### Wiring by layer

Two of the layers only.
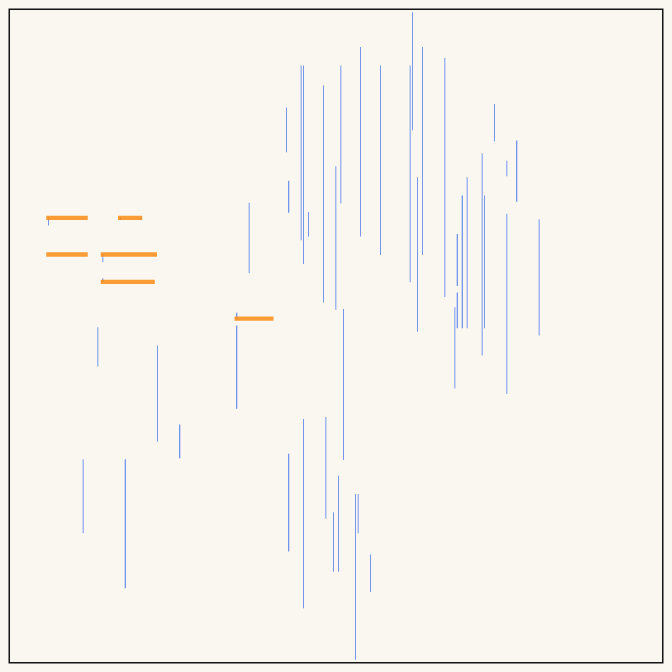
### Where the registers sit

Other sequential cells in the stronger gray, the rest of the logic in the fainter gray.
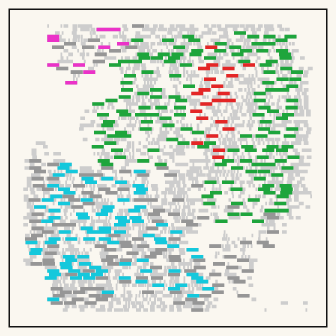
### M3 wires

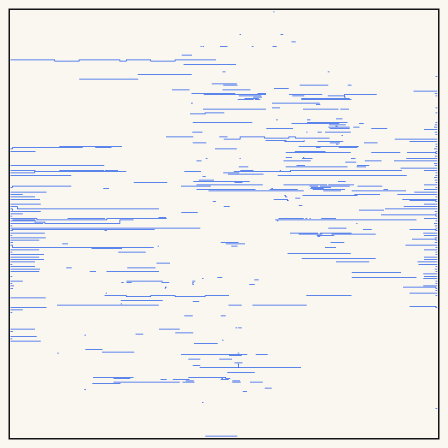
`src/rtl/kmeans_pkg.sv`:
```
// Shared types and widths for the k-means centroid update path.
// Slot/sum offset helpers keep the packing rules in one place.
package kmeans_pkg;

    localparam int CENTROID_NUM = 8;
    localparam int COORD_NUM    = 7;
    localparam int ACC_W        = 22;
    localparam int CRD_W        = 13;
    localparam int CNT_W        = 10;
    localparam int ADDR_W       = 8;
    localparam int DATA_W       = COORD_NUM * CRD_W;
    localparam int IDX_W        = $clog2(CENTROID_NUM);
    localparam int CI_W         = $clog2(COORD_NUM);

    typedef enum logic [2:0] {
        S_IDLE,
        S_RD_ACC,
        S_WAIT_ACC,
        S_DIV_ISSUE,
        S_DIV_WAIT,
        S_WRITE,
        S_NEXT,
        S_DONE
    } state_t;

    function automatic int unsigned slot_off(input logic [CI_W-1:0] i);
        return 32'(i) * CRD_W;
    endfunction

    function automatic int unsigned acc_off(input logic [CI_W-1:0] i);
        return 32'(i) * ACC_W;
    endfunction

endpackage

```
`src/rtl/coord_saturate.sv`:
```
// Clamps a divider quotient to stored coordinate width.
// ovf_o flags any quotient that does not fit.
module coord_saturate
    import kmeans_pkg::*;
(
    input  logic [ACC_W-1:0] quot_i,
    output logic [CRD_W-1:0] coord_o,
    output logic             ovf_o
);

    assign ovf_o   = |quot_i[ACC_W-1:CRD_W];
    assign coord_o = ovf_o ? '1 : quot_i[CRD_W-1:0];

endmodule

```
`src/rtl/centroid_update_ctrl.sv`:
```
// End-of-iteration centroid update: sum/count per coordinate via a
// shared divider, saturate, pack, and write to centroid RAM.
module centroid_update_ctrl
    import kmeans_pkg::*;
(
    input  logic                     clk,
    input  logic                     rst_n,
    input  logic                     start,
    output logic                     busy,
    output logic                     done,
    output logic                     sat_flag,
    output logic [CENTROID_NUM-1:0]  empty_flag,
    output logic                     acc_rd_en,
    output logic [IDX_W-1:0]         acc_rd_idx,
    input  logic [COORD_NUM*ACC_W-1:0] acc_rd_sums,
    input  logic [CNT_W-1:0]         acc_rd_count,
    output logic                     div_start,
    output logic [ACC_W-1:0]         div_dividend,
    output logic [CNT_W-1:0]         div_divisor,
    input  logic [ACC_W-1:0]         div_quotient,
    input  logic                     div_done,
    output logic                     mem_we,
    output logic [ADDR_W-1:0]        mem_addr,
    output logic [DATA_W-1:0]        mem_wdata
);

    localparam logic [CI_W-1:0]  LAST_I = CI_W'(COORD_NUM - 1);
    localparam logic [IDX_W-1:0] LAST_C = IDX_W'(CENTROID_NUM - 1);

    state_t                     state_q, state_d;
    logic [IDX_W-1:0]           c_q, c_d;
    logic [CI_W-1:0]            i_q, i_d;
    logic [COORD_NUM*ACC_W-1:0] sums_q, sums_d;
    logic [CNT_W-1:0]           cnt_q, cnt_d;
    logic [DATA_W-1:0]          slots_q, slots_d;
    logic                       sat_q, sat_d;
    logic [CENTROID_NUM-1:0]    empty_q, empty_d;

    logic                       busy_q, busy_d;
    logic                       done_q, done_d;
    logic                       rd_en_q, rd_en_d;
    logic [IDX_W-1:0]           rd_idx_q, rd_idx_d;
    logic                       dstart_q, dstart_d;
    logic [ACC_W-1:0]           dvd_q, dvd_d;
    logic [CNT_W-1:0]           dvs_q, dvs_d;
    logic                       we_q, we_d;
    logic [ADDR_W-1:0]          addr_q, addr_d;
    logic [DATA_W-1:0]          wdata_q, wdata_d;

    logic [CRD_W-1:0]           sat_coord;
    logic                       sat_ovf;

    coord_saturate u_sat (
        .quot_i  (div_quotient),
        .coord_o (sat_coord),
        .ovf_o   (sat_ovf)
    );

    always_comb begin
        state_d = state_q;
        c_d     = c_q;
        i_d     = i_q;
        sums_d  = sums_q;
        cnt_d   = cnt_q;
        slots_d = slots_q;
        sat_d   = sat_q;
        empty_d = empty_q;
        unique case (state_q)
            S_IDLE: begin
                if (start) begin
                    sat_d   = 1'b0;
                    empty_d = '0;
                    c_d     = '0;
                    state_d = S_RD_ACC;
                end
            end
            S_RD_ACC: state_d = S_WAIT_ACC;
            S_WAIT_ACC: begin
                sums_d = acc_rd_sums;
                cnt_d  = acc_rd_count;
                if (acc_rd_count == '0) begin
                    empty_d[c_q] = 1'b1;
                    state_d      = S_NEXT;
                end else begin
                    i_d     = '0;
                    state_d = S_DIV_ISSUE;
                end
            end
            S_DIV_ISSUE: state_d = S_DIV_WAIT;
            S_DIV_WAIT: begin
                if (div_done) begin
                    slots_d[slot_off(i_q) +: CRD_W] = sat_coord;
                    if (sat_ovf) sat_d = 1'b1;
                    if (i_q == LAST_I) begin
                        state_d = S_WRITE;
                    end else begin
                        i_d     = i_q + CI_W'(1);
                        state_d = S_DIV_ISSUE;
                    end
                end
            end
            S_WRITE: state_d = S_NEXT;
            S_NEXT: begin
                if (c_q == LAST_C) begin
                    state_d = S_DONE;
                end else begin
                    c_d     = c_q + IDX_W'(1);
                    state_d = S_RD_ACC;
                end
            end
            S_DONE: state_d = S_IDLE;
        endcase
    end

    // Handshake outputs are decoded from the next state so they leave flops.
    always_comb begin
        busy_d   = (state_d != S_IDLE);
        done_d   = (state_d == S_DONE);
        rd_en_d  = (state_d == S_RD_ACC);
        rd_idx_d = rd_en_d ? c_d : rd_idx_q;
        dstart_d = (state_d == S_DIV_ISSUE);
        dvd_d    = dstart_d ? sums_d[acc_off(i_d) +: ACC_W] : dvd_q;
        dvs_d    = dstart_d ? cnt_d : dvs_q;
        we_d     = (state_d == S_WRITE);
        addr_d   = we_d ? ADDR_W'(c_d) : '0;
        wdata_d  = we_d ? slots_d : '0;
    end

    always_ff @(posedge clk or negedge rst_n) begin
        if (!rst_n) begin
            state_q  <= S_IDLE;
            c_q      <= '0;
            i_q      <= '0;
            sums_q   <= '0;
            cnt_q    <= '0;
            slots_q  <= '0;
            sat_q    <= 1'b0;
            empty_q  <= '0;
            busy_q   <= 1'b0;
            done_q   <= 1'b0;
            rd_en_q  <= 1'b0;
            rd_idx_q <= '0;
            dstart_q <= 1'b0;
            dvd_q    <= '0;
            dvs_q    <= '0;
            we_q     <= 1'b0;
            addr_q   <= '0;
            wdata_q  <= '0;
        end else begin
            state_q  <= state_d;
            c_q      <= c_d;
            i_q      <= i_d;
            sums_q   <= sums_d;
            cnt_q    <= cnt_d;
            slots_q  <= slots_d;
            sat_q    <= sat_d;
            empty_q  <= empty_d;
            busy_q   <= busy_d;
            done_q   <= done_d;
            rd_en_q  <= rd_en_d;
            rd_idx_q <= rd_idx_d;
            dstart_q <= dstart_d;
            dvd_q    <= dvd_d;
            dvs_q    <= dvs_d;
            we_q     <= we_d;
            addr_q   <= addr_d;
            wdata_q  <= wdata_d;
        end
    end

    assign busy         = busy_q;
    assign done         = done_q;
    assign sat_flag     = sat_q;
    assign empty_flag   = empty_q;
    assign acc_rd_en    = rd_en_q;
    assign acc_rd_idx   = rd_idx_q;
    assign div_start    = dstart_q;
    assign div_dividend = dvd_q;
    assign div_divisor  = dvs_q;
    assign mem_we       = we_q;
    assign mem_addr     = addr_q;
    assign mem_wdata    = wdata_q;

endmodule

```
`config.mk`:
```
export PLATFORM = sky130hd
export DESIGN_NAME = centroid_update_ctrl
export DESIGN_NICKNAME = d
export VERILOG_FILES = /design/src/rtl/kmeans_pkg.sv /design/src/rtl/coord_saturate.sv /design/src/rtl/centroid_update_ctrl.sv
export SDC_FILE = /design/constraint.sdc
export NUM_CORES = 1
export LEC_CHECK = 0
export ABC_AREA = 1
export CORE_MARGIN = 10
export CORE_UTILIZATION = 35
export CTS_CLUSTER_DIAMETER = 60
export DETAILED_ROUTE_END_ITERATION = 10
export SYNTH_ARGS = -nofsm -noshare
export SYNTH_HDL_FRONTEND = slang
export SYNTH_SLANG_ARGS = --single-unit
export TNS_END_PERCENT = 1
```
`constraint.sdc`:
```
create_clock -name clk -period 2.65 [get_ports clk]
set_clock_uncertainty 0.2 [all_clocks]
set_input_delay 0.3975 -clock clk [delete_from_list [all_inputs] [get_ports clk]]
set_output_delay 0.3975 -clock clk [all_outputs]
set_load 0.02 [all_outputs]
```
==> results.txt <==
The layout was made with Yosys and OpenROAD.

The worst setup path is launched from a register. The flow ran to the end, and the final reports show no timing, DRC or antenna violations. The detailed-placement wirelength estimate is about 43000 µm. According to the tapcell log, the count of inserted taps is around 660. The total combinational power is ~12 mW.

Entering global routing, the biggest net connects 92 pins. The timing report gives the clock slew at the launch and capture registers of the worst setup and hold paths as 0.06 ns. The number of logged tool warnings is 31.

The die covers ~59000 µm². Looking at the hold checks, the worst path lands on sums_q[137]. In this run, the clock network consumes between 20 and 25% of the power. The number of enable flip-flop cells is 0.

Looking at the critical path, the highest net fanout was 23. STA lists the startpoint of the worst register-to-register path as i_q[0]. The final layout contains 2510 nets. The CTS report gives the tree buffer count as between 40 and 50. For flop-to-flop paths, the worst setup slack is roughly 0.15 ns. In the layout the commonest cells are sky130_fd_sc_hd__dfrtp_1 (406), sky130_fd_sc_hd__nand2_1 (405), sky130_fd_sc_hd__clkdlybuf4s50_1 (331). In the post-synthesis netlist, the biggest area contributors are sky130_fd_sc_hd__dfrtp_1 (59%), sky130_fd_sc_hd__nand2_1 (8.9%), sky130_fd_sc_hd__nand3_1 (7.7%).

The floorplan step defined a core boundary enclosing around 50000 µm². Dividing total power by cell area gives a power density of roughly 1200 nW/µm². The minimum setup slack in the final design is about 0.15 ns.

The finished layout cell area is approximately 24000 µm². The shortest clock period the worst path allows after layout is approximately 2.5 ns. The global-route wire length before repair is approximately 92000 µm. The mean routed wirelength per cell is around 20 µm. By instance count, the cell type seen most on the critical path is sky130_fd_sc_hd__nand3_1.

The most frequently used cell type in the post-synthesis netlist is sky130_fd_sc_hd__nand2_1. The via count of the first global-routing pass is 14887. Ranked by flip-flop count, first place goes to sums_q. The worst setup path endpoint is div_dividend[13]. Setup repair after global routing could not meet its margin everywhere. Global routing consumed, on the met2 layer, between 30% and 40% of the routing resources. At the end of the flow the core is filled with cells to about half. The clock network latency to the later pin of the worst-skew pair is 0.59 ns. Per the layout area report, the combinational fraction of cell area is 24.1%. The met1 track demand over resource in global routing is approximately a quarter. The antenna cell count is 2. The setup TNS is 0 ns. The critical path data arrival time is ~2.8 ns.

The dominant power group in this design is combinational logic. The area used by sequential logic in the layout is roughly 10000 µm². The hold path depth is 3.

Counting cells, the worst reg-to-reg path comes to 15. The run reported a max-capacitance violation count of 0. The sequential cell power is approximately 9 mW. The final tally of setup violations is 0. Global routing put the most usage on met2. In this run, distinct cell masters in the synthesized netlist total 28.
-- 'Wiring by layer' (at the start) --
legend:
  blue:
    layer: met4
    wire_length: 1840 µm
  orange:
    layer: met5
    wire_length: 85.6 µm
Via Count: 14592
overall fraction of global-route tracks in use: 20.0%
Total Wirelength: 59900 µm

-- 'Where the registers sit' (at the start) --
legend:
  green:
    name_in_the_netlist: sums_q
    flops: 154
  magenta:
    name_in_the_netlist: cnt_q
    flops: 10
    where: top left
  red:
    name_in_the_netlist: div_dividend
    flops: 22
  cyan:
    name_in_the_netlist: slots_q
    flops: 91
not colored: 130

-- 'M3 wires' (at the start) --
wire length on this layer: 4850 µm
longest straight run: 107 µm
nets with wire on the layer: 274
met3 usage in global routing: 5.58%

Power and IR drop assume default switching activity.
